==> src/rtl/custom_vec_wr_unit.sv <==
// rtl/custom_vec_wr_unit.sv - streams memory word reads into consecutive custom vector store slots
// Optional base-address alignment check: CUSTOM_VEC_WR_ALIGN_CHECK_EN
module custom_vec_wr_unit #(
    parameter int NUM_WORDS       = 512,
    parameter int WORD_W          = 64,
    parameter int ADDR_W          = 64,
    parameter int MAX_OUTSTANDING = 4,
    localparam int IDX_W          = $clog2(NUM_WORDS),
    localparam int LEN_W          = IDX_W + 1
) (
    input  logic              clk_i,
    input  logic              rst_i,
    input  logic              cmd_valid_i,
    output logic              cmd_ready_o,
    input  logic [ADDR_W-1:0] cmd_base_addr_i,
    input  logic [IDX_W-1:0]  cmd_vidx_i,
    input  logic [LEN_W-1:0]  cmd_len_i,
    output logic              mem_req_valid_o,
    input  logic              mem_req_ready_i,
    output logic [ADDR_W-1:0] mem_req_addr_o,
    input  logic              mem_rsp_valid_i,
    input  logic [WORD_W-1:0] mem_rsp_data_i,
    input  logic              mem_rsp_err_i,
    output logic              vrf_we_o,
    output logic [IDX_W-1:0]  vrf_waddr_o,
    output logic [WORD_W-1:0] vrf_wdata_o,
    output logic              done_valid_o,
    output logic              done_err_o,
    output logic              busy_o
);

    localparam int OUT_W = $clog2(MAX_OUTSTANDING + 1);
    localparam logic [OUT_W-1:0] MAX_OUT = OUT_W'(MAX_OUTSTANDING);

    localparam logic [1:0] S_IDLE  = 2'd0;
    localparam logic [1:0] S_ISSUE = 2'd1;
    localparam logic [1:0] S_DRAIN = 2'd2;
    localparam logic [1:0] S_DONE  = 2'd3;

    logic [1:0]        state;
    logic [ADDR_W-1:0] addr;
    logic [IDX_W-1:0]  slot;
    logic [LEN_W-1:0]  len;
    logic [LEN_W-1:0]  issued;
    logic [OUT_W-1:0]  outstanding;
    logic [OUT_W-1:0]  out_next;
    logic              err_flag;
    logic              req_fire;
    logic              rsp_take;
    logic              rsp_bad;

    // Responses with nothing in flight are stale (e.g. from before a reset) and are dropped.
    assign rsp_take        = mem_rsp_valid_i && (outstanding != '0);
    assign rsp_bad         = rsp_take && mem_rsp_err_i;
    assign mem_req_valid_o = (state == S_ISSUE) && (outstanding < MAX_OUT) && !rsp_bad;
    assign req_fire        = mem_req_valid_o && mem_req_ready_i;
    assign mem_req_addr_o  = addr;
    assign cmd_ready_o     = (state == S_IDLE);
    assign busy_o          = (state != S_IDLE);
    assign done_valid_o    = (state == S_DONE);
    assign done_err_o      = (state == S_DONE) && err_flag;

    always_comb begin
        out_next = outstanding;
        if (req_fire && !rsp_take) begin
            out_next = outstanding + OUT_W'(1);
        end else if (!req_fire && rsp_take) begin
            out_next = outstanding - OUT_W'(1);
        end
    end

    always_ff @(posedge clk_i) begin
        if (rst_i) begin
            state       <= S_IDLE;
            addr        <= '0;
            slot        <= '0;
            len         <= '0;
            issued      <= '0;
            outstanding <= '0;
            err_flag    <= 1'b0;
            vrf_we_o    <= 1'b0;
            vrf_waddr_o <= '0;
            vrf_wdata_o <= '0;
        end else begin
            outstanding <= out_next;
            vrf_we_o    <= 1'b0;

            if (rsp_take) begin
                if (mem_rsp_err_i) begin
                    err_flag <= 1'b1;
                end else if (!err_flag) begin
                    vrf_we_o    <= 1'b1;
                    vrf_waddr_o <= slot;
                    vrf_wdata_o <= mem_rsp_data_i;
                    slot        <= slot + IDX_W'(1);
                end
            end

            if (req_fire) begin
                addr   <= addr + ADDR_W'(8);
                issued <= issued + LEN_W'(1);
            end

            case (state)
                S_IDLE: begin
                    if (cmd_valid_i) begin
                        addr     <= cmd_base_addr_i;
                        slot     <= cmd_vidx_i;
                        len      <= cmd_len_i;
                        issued   <= '0;
                        err_flag <= 1'b0;
`ifdef CUSTOM_VEC_WR_ALIGN_CHECK_EN
                        if (cmd_base_addr_i[2:0] != 3'b000) begin
                            err_flag <= 1'b1;
                            state    <= S_DONE;
                        end else if (cmd_len_i == '0) begin
                            state <= S_DONE;
                        end else begin
                            state <= S_ISSUE;
                        end
`else
                        if (cmd_len_i == '0) begin
                            state <= S_DONE;
                        end else begin
                            state <= S_ISSUE;
                        end
`endif
                    end
                end
                S_ISSUE: begin
                    // An error response ends issuing; skip DRAIN if nothing is left in flight.
                    if (rsp_bad) begin
                        state <= (out_next == '0) ? S_DONE : S_DRAIN;
                    end else if (req_fire && (issued + LEN_W'(1) == len)) begin
                        state <= S_DRAIN;
                    end
                end
                S_DRAIN: begin
                    if (out_next == '0) begin
                        state <= S_DONE;
                    end
                end
                default: begin
                    state <= S_IDLE;
                end
            endcase
        end
    end

endmodule

==> config.mk <==
export PLATFORM = sky130hd
export DESIGN_NAME = custom_vec_wr_unit
export DESIGN_NICKNAME = d
export VERILOG_FILES = /design/src/rtl/custom_vec_wr_unit.sv
export SDC_FILE = /design/constraint.sdc
export NUM_CORES = 1
export LEC_CHECK = 0
export CAP_MARGIN = 20
export CORE_MARGIN = 2
export CORE_UTILIZATION = 48
export CTS_CLUSTER_SIZE = 20
export DETAILED_ROUTE_END_ITERATION = 12
export PLACE_DENSITY_LB_ADDON = 0.2
export SLEW_MARGIN = 30
export SYNTH_ARGS = -nofsm -noshare
export SYNTH_HDL_FRONTEND = slang
export SYNTH_SLANG_ARGS = --single-unit
==> constraint.sdc <==
create_clock -name clk_i -period 8.5 [get_ports clk_i]
set_clock_uncertainty 0.05 [all_clocks]
set_input_delay 2.55 -clock clk_i [delete_from_list [all_inputs] [get_ports clk_i]]
set_output_delay 2.55 -clock clk_i [all_outputs]
set_load 0.02 [all_outputs]
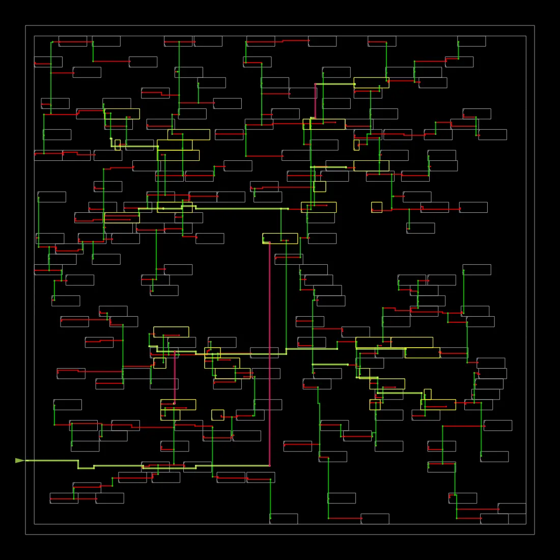
**Above:** clock routing.
CTS Buf Count: 17
Sink Count: 173
CLK BUF: 20
P_clk: 804 uW

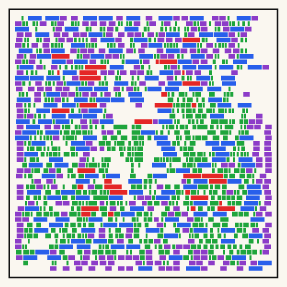
**Above:** placement by cell class.
Drawn at 2 px/um.
class	color	cells
other buffers and delay cells	purple	302
clock drivers and dummy loads	red	32
combinational and other logic	green	763
flops	blue	173
fin area: 11700 um2
sequential cell area share: 0.296
Core Area: 16500 um2
Placement Rows: 47

==> summary.txt <==
yosys + openroad results -> outcome=completed, clk_lat worst skew=0.42 ns, dpl ws=1.67 ns, Hold EP=vrf_waddr_o[1], Worst Hold Depth=2, Max Buffers Root-to-Sink=2, CTS resizes=0, Post-DRT Antenna Nets=0, switching power=1.08 mW, fillers=between 1000 and 1500, Net Count, Synth=1163, vias per std cell=roughly 5.3, global route hottest layer=met2, Final Hold Vio Count=0, hold slack=roughly 0.40 ns, CP Cell Sequence=clkdlybuf4s50_1, nand3_1, nand2_1, nor2_1, clkdlybuf4s50_1, # IOs=296, RSZ-0062 raised after global routing=no, crit path kind=in -> out, DP Area=11100 um2, H-Tree Depth=4, via count of the routed design=around 8000, leak pwr=around 4.1 nW, clk root buf=clkbuf_16, CP Depth=5, nets@finish=1420, ys async rst share=0, total tool warning count=31, maximum clock frequency=approximately 150 MHz, Gate Area=4280 um2, Power per Cell Area=258 nW/um2, fin. max-slew vios=0, Reg area=between 3000 and 4000 um2, share of cells above drive strength 1=0.0480, Worst setup endpoint=mem_req_valid_o, Global Route Usage Sum=0.259, wl on met1=9.85 mm, relative slew slack=0.388, Die Span X=133 um, pin count of the biggest net entering global routing=94, port bufs=295, Hold/Removal Path Class=reg -> reg, sw frac=0.360, initial DRC count=502, area added between synthesis and finish=45.5%, hold_sp=vrf_waddr_o[1], Synth logic family=simple AND/OR/NAND/NOR gates, RR Endpoint=mem_req_addr_o[61], combinational power share=0.362, final wirelength=between 20 and 25 mm, total gr overflow=0, Yosys Warn Count=0, Setup TNS=0 ns, Adder Share, Synth=0.0156, largest cell class by area=combinational gates, max-cap violations=0, EDFF count, synth=0, Top Layout Cells=294 x clkdlybuf4s50_1, 210 x nand2_1, 173 x dfxtp_1, Yosys chip area=between 8000 and 9000 um2, CP peak stage delay=around 0.63 ns, sequential cell fraction of total power=0.371, # Cells Yosys=1000, setup bufs post-CTS=0, Period Utilization, post-route=0.809, synthesized instance count=around 1000, Logic Gate Count=between 700 and 800, registers=173, main flop type=dfxtp_1, logic share of the area=0.366, CP most frequent cell=clkdlybuf4s50_1, Placer Congestion=0.867, xor+xnor area frac=0.0884, Final Util=0.709, Die Y=133 um, die area=17800 um2, TritonCTS clock tree=done, start of the worst register-to-register path=state[1], DRC=0, post-synth top area cell=dfxtp_1, CTS clk-pin slew, worst paths=roughly 0.060 ns, worst-path fanout max=11, Synth Area in Simple Gates=0.275, met3 Use GR=0.0909, tap cells=about 220, Worst Path Required=5.90 ns, yosys aoi share=0.148, crit path launch=mem_rsp_valid_i, mux cell area share after synthesis=0.00390, CP top delay family=buffers and inverters, crit path capture type=primary output, final setup vio count=0, Initial DRT Pass Iterations=5, Non-clock buffering overhead=0.257, DR WL met2=11.1 mm, met1 Track Usage GR=0.324, Final Power=3.01 mW, slowest CP cell=clkdlybuf4s50_1, peak supply drop=0.000173 V, number of diodes=0, post-DP HPWL=16.6 mm, # hold bufs at CTS=0, Avg Inst Size Synth=between 8 and 9 um2, met2 usage=0.418, Non-Clock Buffer Count=302, crit path launch type=primary input, vias in the first global route=7427, initial core utilization=0.488, Top cells by area=dfxtp_1 43%, nand2_1 9.9%, a21oi_1 5.6%, xor2_1 5.3%, a211oi_1 5.3%, worst reg2reg path depth=8, Cell Count Post-Placement=1457, most instantiated logic cell after routing=clkdlybuf4s50_1, CP bufs+invs=2, clock period minus final worst setup slack=6.87 ns, setup ws final=1.63 ns, area share, top type=0.431, measured slew at the worst slew-check pin=0.919 ns, Internal Pwr Total=1.93 mW, register area share after synthesis=0.431, Unique cell types=55, Final Non-Filler Cells=1490, highest routed layer=met4
## synthesized netlist by cell type, types with 4 or more instances
cell and number:
nand4_1 26, xor2_1 49, buf_1 5, a21oi_1 90, inv_1 14, ha_1 10, nor4_1 4, nor2_1 102
and2_1 6, nand3_1 35, and3_1 20, buf_2 7, a211oi_1 57, a311oi_1 8, nand2_1 211, dfxtp_1 173
and4_1 10, nand2b_1 4, or3_1 6, o21ai_0 11, nor3_1 14, xnor2_1 32, clkbuf_1 52, a31oi_1 4
## power by group through the flow
stage / clock [mW] / combinational, mW / sequential [mW]
after CTS: 0.818 / 1.10 / 1.12
after global routing: 0.854 / 1.19 / 1.14
after global placement: 0 / 1.08 / 1.13
final: 0.804 / 1.09 / 1.12
after floorplan: 0 / 0.508 / 1.25
after detailed placement: 0 / 1.09 / 1.13
No activity file was given, so power comes from the tool's default toggle rates.
